### Power grid

(3 px per um) Pins as bars on the die edge.
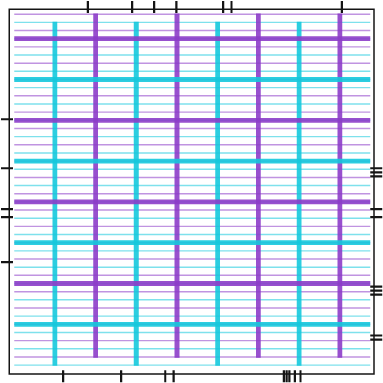
### Clock distribution

(4 px per um)
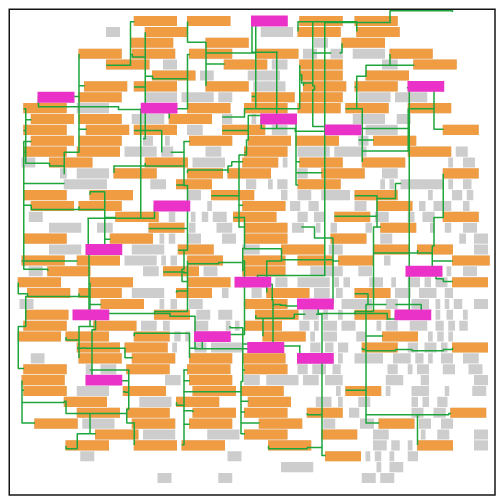
## config.mk

```make
export PLATFORM = sky130hd
export DESIGN_NAME = dsg_dac_serializer
export DESIGN_NICKNAME = d
export VERILOG_FILES = /design/src/rtl/dsg_dac_serializer.sv
export SDC_FILE = /design/constraint.sdc
export NUM_CORES = 1
export LEC_CHECK = 0
export CAP_MARGIN = 30
export CELL_PAD_IN_SITES_DETAIL_PLACEMENT = 1
export CELL_PAD_IN_SITES_GLOBAL_PLACEMENT = 1
export CORE_UTILIZATION = 47
export DETAILED_ROUTE_END_ITERATION = 8
export HOLD_SLACK_MARGIN = 0.06
export PLACE_DENSITY = 0.72
export SLEW_MARGIN = 5
export SYNTH_ARGS = -nofsm -noshare
export SYNTH_HDL_FRONTEND = slang
export SYNTH_SLANG_ARGS = --single-unit
```

## constraint.sdc

```tcl
create_clock -name Clk -period 2.91 [get_ports Clk]
set_input_delay 0.7275 -clock Clk [delete_from_list [all_inputs] [get_ports Clk]]
set_output_delay 0.7275 -clock Clk [all_outputs]
set_load 0.01 [all_outputs]
```

## src/rtl/dsg_dac_serializer.sv

```systemverilog
`default_nettype none
// ============================================================================
// Module      : dsg_dac_serializer
// Description : Buffers generator samples in a small FIFO and shifts each one
//               MSB-first to an SPI-style serial DAC, one chip-select frame
//               per sample, with fill level, busy and sticky overflow status.
//               Optional build macro DSG_SER_OFFSET_BINARY_EN inverts the MSB
//               of every popped sample (two's-complement to offset-binary).
// Revision    : 1.0 - initial release
// ============================================================================
module dsg_dac_serializer #(
  parameter int WIDTH  = 16,
  parameter int DEPTH  = 8,
  parameter int CLKDIV = 2
) (
  input  logic                     Clk,
  input  logic                     Rst,
  input  logic [WIDTH-1:0]         Sin,
  input  logic                     Sin_valid,
  output logic                     Sin_ready,
  input  logic                     Enable,
  input  logic                     Clr_ovf,
  output logic                     Dac_csn,
  output logic                     Dac_sclk,
  output logic                     Dac_sdo,
  output logic                     Busy,
  output logic [$clog2(DEPTH):0]   Fill,
  output logic                     Overflow
);

  localparam int AW = $clog2(DEPTH);
  localparam int FW = AW + 1;
  localparam int DW = (CLKDIV > 1) ? $clog2(CLKDIV) : 1;
  localparam int BW = (WIDTH > 1) ? $clog2(WIDTH) : 1;

  localparam logic [FW-1:0] FILL_FULL = FW'(DEPTH);
  localparam logic [FW-1:0] FILL_ZERO = '0;
  localparam logic [FW-1:0] FILL_ONE  = FW'(1);
  localparam logic [AW-1:0] PTR_ONE   = AW'(1);
  localparam logic [DW-1:0] DIV_LAST  = DW'(CLKDIV - 1);
  localparam logic [DW-1:0] DIV_ONE   = DW'(1);
  localparam logic [BW-1:0] BIT_LAST  = BW'(WIDTH - 1);
  localparam logic [BW-1:0] BIT_ONE   = BW'(1);

  typedef enum logic [1:0] {
    S_IDLE  = 2'd0,
    S_SHIFT = 2'd1,
    S_GAP   = 2'd2
  } state_t;

  // FIFO storage and status
  logic [WIDTH-1:0] mem [DEPTH];
  logic [AW-1:0]    wptr_q, wptr_d;
  logic [AW-1:0]    rptr_q, rptr_d;
  logic [FW-1:0]    fill_q, fill_d;
  logic             ovf_q,  ovf_d;

  // Serializer state
  state_t           state_q, state_d;
  logic [DW-1:0]    div_q,   div_d;
  logic [BW-1:0]    bit_q,   bit_d;
  logic [WIDTH-1:0] shreg_q, shreg_d;
  logic             csn_q,   csn_d;
  logic             sclk_q,  sclk_d;
  logic             sdo_q,   sdo_d;

  logic             full;
  logic             empty;
  logic             push;
  logic             drop;
  logic             pop;
  logic             start;
  logic [WIDTH-1:0] head;
  logic [WIDTH-1:0] load_word;

  // Ready is taken from registered full only, so a same-cycle pop never
  // admits a write into a full FIFO.
  assign full  = (fill_q == FILL_FULL);
  assign empty = (fill_q == FILL_ZERO);
  assign push  = Sin_valid && !full;
  assign drop  = Sin_valid && full;
  assign head  = mem[rptr_q];

`ifdef DSG_SER_OFFSET_BINARY_EN
  assign load_word = {~head[WIDTH-1], head[WIDTH-2:0]};
`else
  assign load_word = head;
`endif

  // Sample storage: written on every accepted push, no reset needed
  always_ff @(posedge Clk) begin
    if (push) begin
      mem[wptr_q] <= Sin;
    end
  end

  // FIFO pointer, occupancy and sticky overflow next-state
  always_comb begin
    wptr_d = wptr_q;
    rptr_d = rptr_q;
    fill_d = fill_q;
    ovf_d  = ovf_q;
    if (push) begin
      wptr_d = wptr_q + PTR_ONE;
    end
    if (pop) begin
      rptr_d = rptr_q + PTR_ONE;
    end
    case ({push, pop})
      2'b10:   fill_d = fill_q + FILL_ONE;
      2'b01:   fill_d = fill_q - FILL_ONE;
      default: fill_d = fill_q;
    endcase
    // A new drop outranks a clear in the same cycle
    if (drop) begin
      ovf_d = 1'b1;
    end else if (Clr_ovf) begin
      ovf_d = 1'b0;
    end
  end

  // Frame sequencer: divider-paced SCLK phases, bit count and chip select
  always_comb begin
    state_d = state_q;
    div_d   = div_q;
    bit_d   = bit_q;
    shreg_d = shreg_q;
    csn_d   = csn_q;
    sclk_d  = sclk_q;
    sdo_d   = sdo_q;
    start   = 1'b0;
    pop     = 1'b0;

    case (state_q)
      S_IDLE: begin
        if (Enable && !empty) begin
          start = 1'b1;
        end
      end
      S_SHIFT: begin
        if (div_q == DIV_LAST) begin
          div_d = '0;
          if (!sclk_q) begin
            sclk_d = 1'b1;
          end else begin
            sclk_d = 1'b0;
            if (bit_q == BIT_LAST) begin
              csn_d   = 1'b1;
              sdo_d   = 1'b0;
              state_d = S_GAP;
            end else begin
              bit_d   = bit_q + BIT_ONE;
              sdo_d   = shreg_q[WIDTH-2];
              shreg_d = shreg_q << 1;
            end
          end
        end else begin
          div_d = div_q + DIV_ONE;
        end
      end
      S_GAP: begin
        if (div_q == DIV_LAST) begin
          div_d = '0;
          if (Enable && !empty) begin
            start = 1'b1;
          end else begin
            state_d = S_IDLE;
          end
        end else begin
          div_d = div_q + DIV_ONE;
        end
      end
      default: begin
        state_d = S_IDLE;
      end
    endcase

    // Frame launch is shared by IDLE and the end of GAP
    if (start) begin
      pop     = 1'b1;
      shreg_d = load_word;
      sdo_d   = load_word[WIDTH-1];
      csn_d   = 1'b0;
      sclk_d  = 1'b0;
      bit_d   = '0;
      div_d   = '0;
      state_d = S_SHIFT;
    end
  end

  // State and FIFO registers; reset aborts any frame immediately
  always_ff @(posedge Clk or posedge Rst) begin
    if (Rst) begin
      state_q <= S_IDLE;
      div_q   <= '0;
      bit_q   <= '0;
      shreg_q <= '0;
      csn_q   <= 1'b1;
      sclk_q  <= 1'b0;
      sdo_q   <= 1'b0;
      wptr_q  <= '0;
      rptr_q  <= '0;
      fill_q  <= '0;
      ovf_q   <= 1'b0;
    end else begin
      state_q <= state_d;
      div_q   <= div_d;
      bit_q   <= bit_d;
      shreg_q <= shreg_d;
      csn_q   <= csn_d;
      sclk_q  <= sclk_d;
      sdo_q   <= sdo_d;
      wptr_q  <= wptr_d;
      rptr_q  <= rptr_d;
      fill_q  <= fill_d;
      ovf_q   <= ovf_d;
    end
  end

  assign Sin_ready = !full;
  assign Busy      = (state_q != S_IDLE);
  assign Fill      = fill_q;
  assign Overflow  = ovf_q;
  assign Dac_csn   = csn_q;
  assign Dac_sclk  = sclk_q;
  assign Dac_sdo   = sdo_q;

endmodule
`default_nettype wire
```

==> impl_metrics.ini <==
; synthesis and place-and-route metrics
[status]
status = finished, final reports clean

[grt]
grt_pass1_wl_um = 21400
antenna_found_initial = 0
met3_usage_pct = 4.75
met1_usage_pct = 27.0
overflow = 0
grt_use_total_pct = 20.7
busiest_layer = met2
grt_pass1_vias = 3665
grt_max_degree = 44
grt_use_met2_pct = 33.5

[cells_and_area]
final_layout_size_suffix_gt1_share_pct = 25.1
largest_reg_flops = 128
regMostFlops = mem
reg_top3 = mem x128, shreg_q x15
sh_seq_area_pct = 60.4
fin_cells = 611
buffers = 49
fillers = 1261
sh_comb_area_pct = 23.0
flop-count = 164
antenna_cells = 0
layout.area.seq_um2 = 4750
non_clock_inverter_count = 7
largest_class = sequential cells
nets = 448
comb_cells = 179
logic_area_um2 = 1810
lay_top_count = edfxtp_1
fin_area_um2 = 7850
fin_util_pct = 56.6
mostFrequentLayoutCells = edfxtp_1 (128), dfrtp_1 (34), mux4_2 (32)
nClkBuffers = 18
buf_share_pct = 5.96
area_growth_syn_to_layout_pct = 17.8
final-clk-cell-share_pct = 7.39

[power]
cellLeakagePower_nw = 2.69
power.group.top = sequential cells
p_sw_share_pct = 30.9
pg_comb_mw = 2.34
p_total_mw = 7.94
powerDensity_nw_per_um2 = 1010
sequentialPower_mw = 3.39
seqPwrFrac_pct = 42.7
p_int_mw = 5.49
p_switching_mw = 2.45

[logic_synthesis]
simple_gate_share_pct = 3.98
ys_ff = 164
fp_nets = 399
avgSynthCellArea_um2 = 18.1
synth_chip_area_um2 = 6670
ys_sh_mux_pct = 16.1
synth_area_um2 = 6670
ys_types = 37
edf_count = 128
xor_area_share_pct = 1.84
yosysSeqAreaShare_pct = 71.2
top_cell_area_share_pct = 57.7
synth.most_common_cell = edfxtp_1
async_reset_ff_share_pct = 22.0
ys_sh_adder_pct = 1.69
synthTopCellsByArea = edfxtp_1 (58%), dfrtp_1 (13%), mux4_2 (11%)
yosysWarnings = 0
synth.logic.top_family = multiplexers
largest_area_cell = edfxtp_1
ys_cells = 369
ff_type = edfxtp_1
syn_inst = 369
synthTopCellsByCount = edfxtp_1 (128), dfrtp_1 (35), mux4_2 (32)

[hold_path]
min_from = Overflow
whs_path_depth = 2
hp-class = flop to flop
hold_end = Overflow

[timing]
drv_slew = 0
tightest_slew_ps = 622
fmax_mhz = 361
finalCriticalPeriod_ps = 2770
fin_hold_ws_ps = 534
finalCritPeriodShare_pct = 95.2
hold_violations = 0
setup_ws_ps = 141
skew_ps = 8.10
rsz0062_at_grt = false
relSlewSlack_pct = 58.4
setup_viol = 0
setup_tns_ps = 0

[routing]
routed.top_layer = met4
dr_wl_met3_um = 350
drc = 0
wl_met1_um = 5960
drt_iter0_drc = 215
wire_per_inst_um = 22.2
drt-vias-per-instance = 5.59
met2_length_um = 7000
drt-pass1-iter-count = 6
vias = 3413
wl_um = 13600

[run]
warning_count = 29
drv_cap = 0

[placement]
dp.cells = 579
detailedPlace.worstSlack_ps = 108
globalplace.congestion = 0.721
dpl-instance-area_um2 = 7270
io_buffers = 30
hpwl_um = 8210

[die]
num_rows = 43
n_tap_cell = 180
io_pins = 31
dieArea_um2 = 14700

[critical_path]
worst-path-buf-inv = 2
critical_path_class = flop to output port
crit_family = buffers and inverters
r2r_end = Fill[2]
max_stage_delay_ps = 560
crit_chain = nor4b_1, inv_1, clkdlybuf4s50_1
ff2ff_path_depth = 10
cp-end-kind = output port
cp-start-kind = flop
r2r_setup_slack_ps = 440
cp_max_fo = 9
crit_start = Fill[1]
cp_slowest_cell = nor4b_1
crit_cells = 3
worstSetupEndpoint = Sin_ready
r2r_start = Fill[1]
worstPathArrival_ps = 2040
cp.required_ps = 2180

[clock_tree]
clock_path_buffers = 2
path_clk_slew_ps = 70
cts_max_level = 4
cts_tree = done
cts_setup_buffers = 0
numCtsBuffers = 17
cts_sinks = 164
Back to the opening pictures, 'Power grid':
[cyan] VSS
[purple] VDD
met5 straps: 8
rows: 43
Core Area: 13,900 um^2
die height: 121 um
die width: 121 um

Back to the opening pictures, 'Clock distribution':
[orange] flip-flops | count: 164
[magenta] clock-net drivers | count: 17
[green] clock wires | length: 1,960 um
flops lie: spread over the die
clock power share: 27.9%
P_clk: 2.22 mW
Skew-Pair Late Insertion Delay: 430 ps

Power is estimated from default activity; no workload was simulated.
